### config.mk
export PLATFORM = sky130hd
export DESIGN_NAME = rf_wport_arb
export DESIGN_NICKNAME = d
export VERILOG_FILES = /design/src/rtl/rf_wport_arb.sv
export SDC_FILE = /design/constraint.sdc
export NUM_CORES = 1
export LEC_CHECK = 0
export CORE_MARGIN = 1
export CORE_UTILIZATION = 53
export DETAILED_ROUTE_END_ITERATION = 8
export PLACE_DENSITY = 0.93
export SYNTH_ARGS = -nofsm -noshare
export SYNTH_HDL_FRONTEND = slang
export SYNTH_SLANG_ARGS = --single-unit
export TNS_END_PERCENT = 5
### constraint.sdc
create_clock -name clk -period 10.3 [get_ports clk]
set_input_delay 3.09 -clock clk [delete_from_list [all_inputs] [get_ports clk]]
set_output_delay 3.09 -clock clk [all_outputs]
set_load 0.02 [all_outputs]
### src/rtl/rf_wport_arb.sv
// Register-file write-port arbiter: pipeline writebacks vs. a 2-entry FIFO of
// long-latency (mul/div) results, with WAW stall and anti-starvation forcing.
module rf_wport_arb #(
    parameter int STARVE_MAX = 4
) (
    input  logic        clk,
    input  logic        rstn,
    input  logic        p_valid_i,
    input  logic [4:0]  p_rd_i,
    input  logic [31:0] p_data_i,
    output logic        p_ready_o,
    input  logic        m_valid_i,
    input  logic [4:0]  m_rd_i,
    input  logic [31:0] m_data_i,
    output logic        m_ready_o,
    output logic        rf_we_o,
    output logic [4:0]  rf_waddr_o,
    output logic [31:0] rf_wdata_o,
    output logic [31:0] pend_mask_o,
    output logic [1:0]  fifo_cnt_o
);
    localparam int SW = $clog2(STARVE_MAX + 1);

    logic [1:0]    cnt_q, cnt_d;
    logic [4:0]    ent_rd_q [2];
    logic [4:0]    ent_rd_d [2];
    logic [31:0]   ent_data_q [2];
    logic [31:0]   ent_data_d [2];
    logic [SW-1:0] starve_q, starve_d;
    logic          rf_we_q, rf_we_d;
    logic [4:0]    rf_waddr_q, rf_waddr_d;
    logic [31:0]   rf_wdata_q, rf_wdata_d;

    logic          non_empty, hit0, hit1, hz, force_fwd;
    logic          grant_p, pop, push;
    logic [1:0]    wr_idx;

    assign non_empty = (cnt_q != 2'd0);
    assign hit0      = non_empty && (ent_rd_q[0] == p_rd_i);
    assign hit1      = (cnt_q == 2'd2) && (ent_rd_q[1] == p_rd_i);
    assign hz        = p_valid_i && (p_rd_i != 5'd0) && (hit0 || hit1);
    assign force_fwd = (starve_q == SW'(STARVE_MAX)) && non_empty;

    assign p_ready_o = !(hz || force_fwd);
    assign m_ready_o = (cnt_q != 2'd2);
    assign grant_p   = p_valid_i && p_ready_o;
    assign pop       = !grant_p && non_empty;
    assign push      = m_valid_i && m_ready_o;

    // FIFO is a shift structure: entry 0 is always the head.
    always_comb begin
        ent_rd_d   = ent_rd_q;
        ent_data_d = ent_data_q;
        cnt_d      = cnt_q;
        wr_idx     = pop ? (cnt_q - 2'd1) : cnt_q;
        if (pop) begin
            ent_rd_d[0]   = ent_rd_q[1];
            ent_data_d[0] = ent_data_q[1];
        end
        if (push) begin
            ent_rd_d[wr_idx[0]]   = m_rd_i;
            ent_data_d[wr_idx[0]] = m_data_i;
        end
        case ({push, pop})
            2'b10:   cnt_d = cnt_q + 2'd1;
            2'b01:   cnt_d = cnt_q - 2'd1;
            default: cnt_d = cnt_q;
        endcase
    end

    always_comb begin
        starve_d = starve_q;
        if (pop || !non_empty)
            starve_d = '0;
        else if (grant_p && (starve_q != SW'(STARVE_MAX)))
            starve_d = starve_q + SW'(1);
    end

    // A winner targeting x0 is consumed but never raises the write enable.
    always_comb begin
        rf_we_d    = 1'b0;
        rf_waddr_d = rf_waddr_q;
        rf_wdata_d = rf_wdata_q;
        if (grant_p) begin
            rf_we_d    = (p_rd_i != 5'd0);
            rf_waddr_d = p_rd_i;
            rf_wdata_d = p_data_i;
        end else if (pop) begin
            rf_we_d    = (ent_rd_q[0] != 5'd0);
            rf_waddr_d = ent_rd_q[0];
            rf_wdata_d = ent_data_q[0];
        end
    end

    always_comb begin
        pend_mask_o = '0;
        if (non_empty && (ent_rd_q[0] != 5'd0))
            pend_mask_o[ent_rd_q[0]] = 1'b1;
        if ((cnt_q == 2'd2) && (ent_rd_q[1] != 5'd0))
            pend_mask_o[ent_rd_q[1]] = 1'b1;
    end

    always_ff @(posedge clk or negedge rstn) begin
        if (!rstn) begin
            cnt_q      <= 2'd0;
            starve_q   <= '0;
            rf_we_q    <= 1'b0;
            rf_waddr_q <= 5'd0;
            rf_wdata_q <= 32'd0;
        end else begin
            cnt_q      <= cnt_d;
            starve_q   <= starve_d;
            rf_we_q    <= rf_we_d;
            rf_waddr_q <= rf_waddr_d;
            rf_wdata_q <= rf_wdata_d;
        end
    end

    // Entry payloads are qualified by cnt_q, so they need no reset.
    always_ff @(posedge clk) begin
        ent_rd_q   <= ent_rd_d;
        ent_data_q <= ent_data_d;
    end

    assign rf_we_o    = rf_we_q;
    assign rf_waddr_o = rf_waddr_q;
    assign rf_wdata_o = rf_wdata_q;
    assign fifo_cnt_o = cnt_q;
endmodule

==> impl_table.tex <==
% Synthesis and place-and-route results
\begin{tabular}{lr}
\hline
Metric & Value \\
\hline
\multicolumn{2}{l}{\textbf{Critical path}} \\
\quad Kind of critical path & primary input to output pin \\
\quad Worst setup EP type & output pin \\
\quad Gate family responsible for the most delay along the worst path & simple AND/OR/NAND/NOR gates \\
\quad Startpoint Class & primary input \\
\quad Worst Reg2Reg Path Length in Cells & 8 \\
\quad Critical Path, Cell by Cell & clkdlybuf4s50\_1 > or4\_1 > nor2\_1 > or4\_1 > nand2\_1 > a21oi\_1 > clkdlybuf4s50\_1 \\
\quad FF-to-FF setup slack & 6.16 ns \\
\quad Worst Path Max Fanout & 4 \\
\quad Worst setup startpoint & p\_rd\_i[1] \\
\multicolumn{2}{l}{\textbf{Global routing}} \\
\quad Maximum number of pins on one net before global-route repair & 73 \\
\quad Via count of the first global-routing pass & 5731 \\
\quad Congestion Overflow GR & 0 \\
\multicolumn{2}{l}{\textbf{Final timing}} \\
\quad Setup repair after global routing missed its margin & false \\
\quad Final Hold Violation Tally & 0 \\
\quad Slack of the critical path & 1.705 ns \\
\multicolumn{2}{l}{\textbf{Min path}} \\
\quad Launch instance of the worst min-delay path & starve\_q[0] \\
\multicolumn{2}{l}{\textbf{Synthesis}} \\
\quad Yosys reg bits & 117 \\
\quad Cells in synth\_stat.txt & 622 \\
\quad Synthesized netlist net count & 704 \\
\quad Synth Area per Inst & 9.637 um2 \\
\quad Leading cell types by total area after synthesis & edfxtp\_1, dfrtp\_1, dfxtp\_1 \\
\quad Gate count after technology mapping & 622 \\
\multicolumn{2}{l}{\textbf{Final layout}} \\
\quad Comb area share & 34.59\% \\
\quad Tally of clock buffers in the finished layout & 20 \\
\quad Net count reported at finish & 824 \\
\quad Layout Cells excl Fill & 895 \\
\quad Area Growth Syn to Fin & 35.71\% \\
\quad Multi-In Gates & 444 \\
\quad Most frequent logic cells in the routed design & clkdlybuf4s50\_1, nor2\_1, o21ai\_0 \\
\quad Leading cell type in the layout, fill and taps excluded & clkdlybuf4s50\_1 \\
\quad Largest class & sequential cells \\
\quad Non-clock inverter count & 5 \\
\quad Sequential portion of the cell area & 35.99\% \\
\multicolumn{2}{l}{\textbf{Job}} \\
\quad Total tool warning count & 28 \\
\multicolumn{2}{l}{\textbf{Placement}} \\
\quad Instance count after placement with tap cells included & 863 \\
\quad Post-DP HPWL & 11.11 mm \\
\multicolumn{2}{l}{\textbf{Power and ir drop}} \\
\quad Power density cells & 321.5 nW/um2 \\
\quad Reg power frac & 32.0\% \\
\quad Group drawing the most power & combinational cells \\
\quad Total Power Consumption & 2615 uW \\
\multicolumn{2}{l}{\textbf{Clock tree}} \\
\quad TritonCTS clock tree & yes \\
\quad Cts repair resizes & 0 \\
\quad Buffer type at the clock tree root & clkbuf\_16 \\
\quad Number of buffers inserted during clock tree synthesis & 17 \\
\multicolumn{2}{l}{\textbf{Floorplanning}} \\
\quad Number of standard-cell rows in the floorplan & 38 \\
\quad Ports & 152 \\
\multicolumn{2}{l}{\textbf{Outcome}} \\
\quad Run status & finished, final reports clean \\
\hline
\end{tabular}
kinds of logic after synthesis:
group / count (synthesis) / share of synthesized area [%]
AND-OR/OR-AND: 188 / 18.79
AND/OR/NAND/NOR: 184 / 15.34
flip-flops: 117 / 48.84
buffers and inverters: 61 / 4.947
multiplexers: 53 / 8.850
XOR/XNOR: 13 / 2.150
adder cells (fa/ha/maj): 5 / 1.023
other: 1 / 0.06256
routing by layer:
metal | up-vias | share of wire [%] | track usage, %
met1 | 2690 | 38 | 38.27
li1 | 2517 | - | -
met4 | 0 | 4.0 | 17.08
met2 | 342 | 50 | 52.55
met3 | 63 | 8.1 | 8.499
met5 | - | 0 | 0
Figure 1. Floorplan with the power grid.
The bar under the picture is 20 um long. Pins as bars on the die edge. Tap cells in grey.
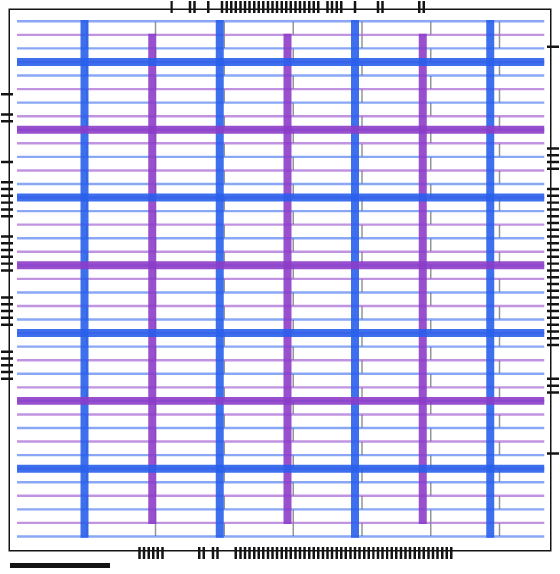
net	colour
VSS	blue
VDD	purple
met1 rails	39
tap cells	140
Die Wd: 108.4 um
core region area: 10940 um2
worst vdd ir: 0.1869 mV
Die Span Y: 108.4 um

Figure 2. Clock network drawn from the DEF.
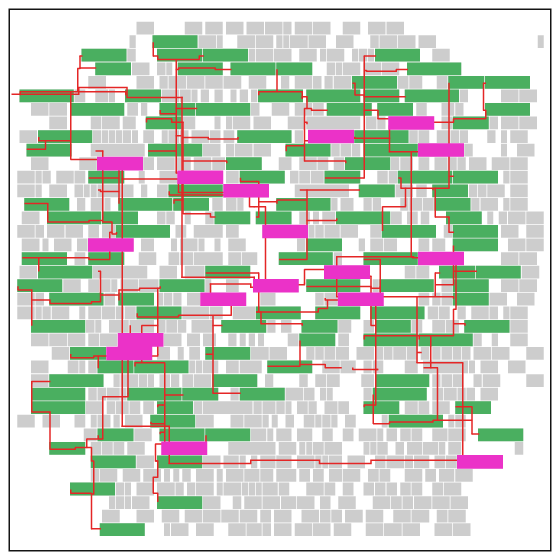
[flip-flops] green | count: 117
[clock wires] red | length: 1580 um
[cells driving clock nets] magenta | count: 17
flops lie	widely spread
total clock network power: 651 uW
Late-Pin Clk Latency: 0.42 ns
relative contribution of the clock network to total power: 24.9%

Figure 3. Signal wires by layer.
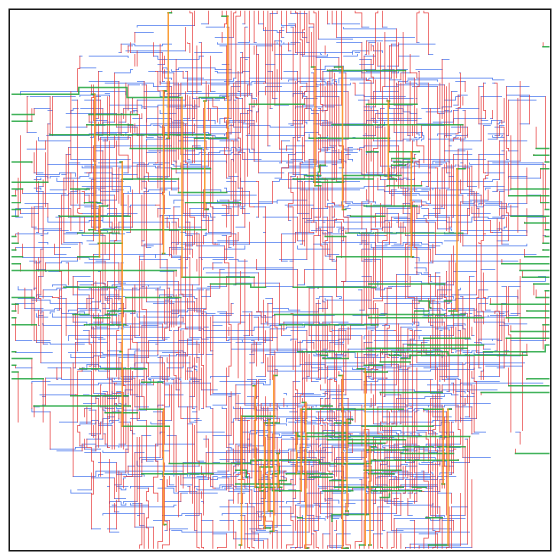
layer	colour	wire length
met2	red	8900 um
met4	orange	704 um
met1	blue	6740 um
met3	green	1440 um
average wire per cell in the routed design: 19.86 um
Final Routed Wirelength: 17.77 mm
Global Route Usage Sum: 31.94%
via count of the routed design: 5612

Figure 4. Routing congestion map.
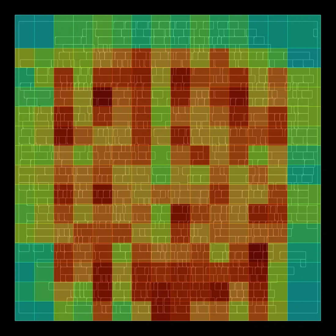
met3 layer usage reported by global route: 8.499%
fin util: 74.39%
most used routing layer: met2
GR met1 Demand/Resource: 38.27%
met2 track utilization from global routing: 52.55%

Figure 5. Cells coloured by class.
The bar under the picture is 20 um long.
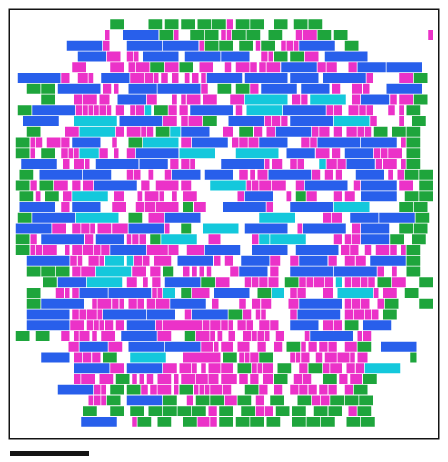
class	colour	cells	share of their area
flip-flops	blue	117	37%
all other logic	magenta	449	36%
other buffers and delay cells	green	157	19%
clock drivers and dummy loads	cyan	32	8.2%

No activity file was given, so power comes from the tool's default toggle rates.
